Fig. 1: run 1, cell outlines without signal wires
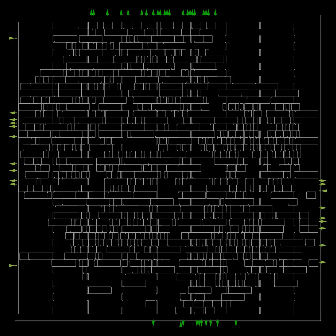
Fig. 2: run 1, I/O nets highlighted
Scale: 4 px per micron.
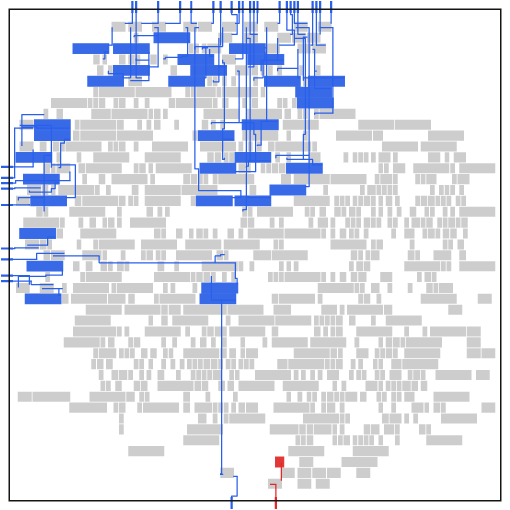
Fig. 3: run 1, sequential cells grouped by signal name
Scale: 2 px per micron. Other sequential cells in the stronger gray, the rest of the logic in the fainter gray.
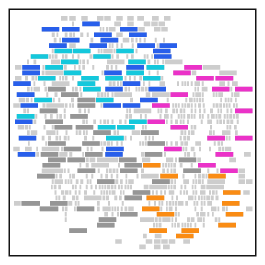
Design uart_loader, sky130hd; sources not shown.
==> impl_metrics.py, run 1 <==
# Flow results
metrics = {
    "finish": {
        "mostFrequentLayoutCells": "nand2_1, dfrtp_1, o21ai_0",
    },
    "clock_network": {
        "insertion_delay_ns": 0.41,
        "clkTransAtPathRegs_ns": 0.05,
        "clk_path_buf_depth": 2,
        "cts.sink_count": 126,
        "postCtsSetupRepairBufs": 0,
    },
    "floorplan": {
        "fp_util_pct": 41.4,
        "chipArea_sq_um": 15000,
        "core_sq_um": 14000,
    },
    "place": {
        "place_hpwl_microns": 8270,
        "dpl-instance-area_sq_um": 6440,
    },
    "global_routing": {
        "grt_use_met3_pct": 4.93,
        "grt_pass1_wl_microns": 21000,
        "met2_usage_pct": 29.0,
        "grt.overflow.total": 0,
        "busiest_layer": "met2",
    },
    "worst_setup_path": {
        "worst-path-stages": 4,
        "ff2ff_path_depth": 5,
        "cp_slowest_stage_delay_ns": 0.92,
        "cp.buffers_inverters": 3,
        "arrival_ns": 3.08,
        "crit_chain": "dlygate4sd3_1, inv_1, nor2_1, dlygate4sd3_1",
        "slowest_stage": "dlygate4sd3_1",
    },
    "job": {
        "maxCapViolCount": 0,
    },
    "synthesis": {
        "yosys_warnings": 0,
        "yosys_area_sq_um": 5810,
        "synth_area_sq_um": 5810,
        "ys_cells": 696,
        "top_area_cell": "dfrtp_1",
        "fp_nets": 707,
    },
    "timing": {
        "tightestPinTransition_ns": 1.41,
        "period_used_pct": 82.0,
        "max_slew_margin_pct": 5.80,
        "rsz0062_at_grt": "no",
        "holdWs_ns": 0.356,
        "setup_viol": 0,
        "finalSetupTns_ns": 0,
        "fmax_mhz": 265,
    },
    "outcome": {
        "outcome": "complete, no violations",
    },
    "power_and_ir_drop": {
        "leakagePower_nw": 3.39,
        "power_density_nw_per_um2": 359,
    },
}
Back to the opening pictures, Fig. 1:
# Taps: 180
Final Core Density: 49.5%
fill count: 1,333
sequential cell area share: 45.4%

Back to the opening pictures, Fig. 2:
rst -> red  # bits 1, direction input, edge bottom, end cells 1, buffers 1, wire 9.40 microns
data -> blue  # bits 32, direction output, edge 22 top, 9 left, 1 bottom, end cells 32, buffers 32, wire 1,090 microns
IO Pins: 52
number of port buffers: 51

Back to the opening pictures, Fig. 3:
idle_cnt -> magenta  # placed flops 17
addr -> orange  # placed flops 13
g_asm.asm_q -> cyan  # placed flops 24
data -> blue  # placed flops 32
P_seq: 1.11 mW
register area: 3160 sq um

-- run 1: logic make-up (layout without fill, tap and decap cells) --
family,Yosys count,in the layout,synth area share (%)
simple gates,348,348,25.3
flops,126,126,54.3
compound gates,103,103,9.60
buf+inv,99,165,7.36
xor+xnor,13,13,1.96
fa+ha+maj,7,7,1.51
-- run 1: synthesized netlist by cell type (all sizes together) --
| cell | n |
|---|---|
| nand2 | 224 |
| dfrtp | 124 |
| o21ai | 88 |
| inv | 81 |
| nor2 | 66 |
| nand3 | 43 |
| xor2 | 13 |
| buf | 12 |
| nand4 | 10 |
| a21oi | 8 |
| ha | 7 |
| clkbuf | 6 |
| o21bai | 4 |
| nor3 | 3 |
| dfstp | 2 |
| or2 | 2 |
| a21boi | 1 |
| a21o | 1 |
| o22ai | 1 |
-- run 1: cell type report --
type	instances	area (sq um)
Fill cell	1333	7090
Sequential cell	126	3160
Multi-Input combinational cell	471	2130
Timing Repair Buffer	52	531
Clock buffer	21	470
Inverter	81	307
Tap cell	180	225
Clock inverter	11	131
-- run 1: layer usage --
layer	part of all wire (%)	vias up	wire (microns)
met1	47	2222	5810
met5	0	-	0
met3	3.6	13	438
li1	-	2303	-
met4	1.5	0	181
met2	48	84	5900
-- run 1: power by group --
part / internal, mW / switching, mW
sequential: 1.11 / 0.000433
clock: 0.846 / 0.503
combinational: 0.00554 / 0.0338
total: 1.96 / 0.538
-- run 1: metrics by stage --
| step | instances | power (mW) |
|---|---|---|
| 2_1_floorplan | 696 | 1.16 |
| 3_3_place_gp | 910 | 1.17 |
| 3_5_place_dp | 910 | 1.17 |
| 4_1_cts | 942 | 2.53 |
| 5_1_grt | 942 | 2.59 |
| 6_report | 942 | 2.50 |
-- run 1: worst reg2reg max path, cell delays in order, from the launching register on --
cell	delay, ns
dfrtp_1	0.39
nor2_1	0.19
nand2_4	0.29
nor2_1	0.66
inv_1	0.83
o21ai_0	0.45
==> run 2: changes to the inputs <==
PLACE_DENSITY = 0.66   (was 0.64)
clock period = 3.3 ns   (was 4.6 ns; I/O delays follow)
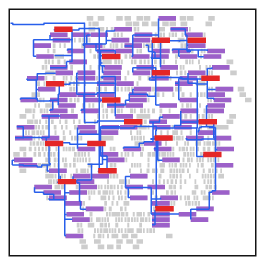
Fig. 4. Clock network drawn from the DEF (run 2).
Scale: 2 px per micron.
clock drivers -> red  # count 17
flip-flops -> purple  # count 126
clock wires -> blue  # length 1,590 microns
routed clock nets = 18
clock power share: 52.4%
clock-net power: 1.77 mW
Clk Latency, worst-skew pair: 0.42 ns
clock skew: 0.00633 ns

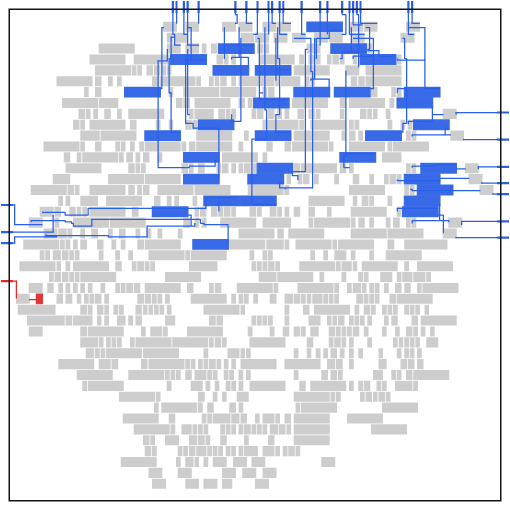
Fig. 5. I/O nets highlighted (run 2).
Scale: 4 px per micron.
data -> blue  # bits 32, direction output, edge 22 top, 7 right, 3 left, end cells 32, buffers 32, wire 1,110 microns
rst -> red  # bits 1, direction input, edge left, end cells 1, buffers 1, wire 7.20 microns

==> impl_metrics.py, run 2 <==
# Flow results
metrics = {
    "synthesis": {
        "yosysMostFrequentCell": "nand2_1",
        "edf_count": 0,
        "async_reset_ff_share_pct": 100,
        "simple_gate_area_share_pct": 25.3,
        "mux_share_pct": 0,
        "yosys_area_sq_um": 5810,
        "fp_nets": 707,
        "ys_cells": 696,
        "yosys.area_share.xor_xnor_pct": 1.96,
        "aoi_share_pct": 9.60,
        "logic_family": "simple AND/OR/NAND/NOR gates",
        "synthAdderAreaFrac_pct": 1.51,
        "top_cells_by_count": "nand2_1, dfrtp_1, inv_1",
    },
    "clock_network": {
        "clk_path_buf_depth": 2,
        "postCtsSetupRepairBufs": 0,
    },
    "job": {
        "maxCapViolCount": 0,
    },
    "global_routing": {
        "grt.overflow.total": 0,
        "grt_use_met3_pct": 4.55,
        "grt_pass1_wl_microns": 20300,
        "met2_usage_pct": 27.7,
        "busiest_layer": "met2",
    },
    "timing": {
        "finalSetupTns_ns": 0,
        "holdWs_ns": 0.358,
        "period_used_pct": 82.0,
        "rsz0062_at_grt": "no",
        "setup_viol": 0,
    },
    "outcome": {
        "outcome": "complete, no violations",
    },
    "worst_setup_path": {
        "slowest_stage": "dlygate4sd3_1",
        "cp_slowest_stage_delay_ns": 0.86,
    },
    "power_and_ir_drop": {
        "sw_frac_of_total_pct": 20.0,
        "total_power_mw": 3.37,
        "power_density_nw_per_um2": 486,
        "internal_power_mw": 2.70,
    },
    "finish": {
        "mostFrequentLayoutCells": "nand2_1, dfrtp_1, o21ai_0",
    },
    "place": {
        "place.port_buffers": 51,
    },
}
## run 2: cell counts after synthesis
Identical to the previous run, type by type.
## run 2: power groups by stage
stage	logic, mW	registers, mW	clock network (mW)
after CTS	0.0599	1.55	1.80
after detailed placement	0.0600	1.58	0
after floorplan	0.0402	1.58	0
final	0.0545	1.55	1.77
after global routing	0.0648	1.55	1.87
after global placement	0.0585	1.58	0
## run 2: cells by family (layout without fill, tap and decap cells)
group	after synthesis	count (layout)
flops	126	126
xor+xnor	13	13
buf+inv	99	165
compound gates	103	103
fa+ha+maj	7	7
simple gates	348	348
## run 2: routing by layer
metal  vias up  part of all wire (%)
met2       106                    48
met5         -                     0
met1      2138                    46
met3        15                   4.5
li1       2312                     -
met4         0                   1.6
## run 2: layout make-up
class	instances	area, sq um
fill	1320	7110
multi-input combinational	471	2140
sequential	126	3160
clock inverter	6	57.6
tap	180	225
clock buffer	24	512
inverter	81	305
timing repair buffer	54	538
## run 2: metrics by stage
| stage | instances | worst slack, ns |
|---|---|---|
| CTS | 942 | 0.707 |
| finish | 942 | 0.594 |
| floorplan | 696 | 1.25 |
| global route | 942 | 0.462 |
| detailed placement | 912 | 0.633 |
| global placement | 912 | 0.769 |
## run 2: critical path: cells and delay by family
family	cells	cell delay, ns
buffers and inverters	3	1.39
and+or+nand+nor	1	0.32
Power is estimated from default activity; no workload was simulated.
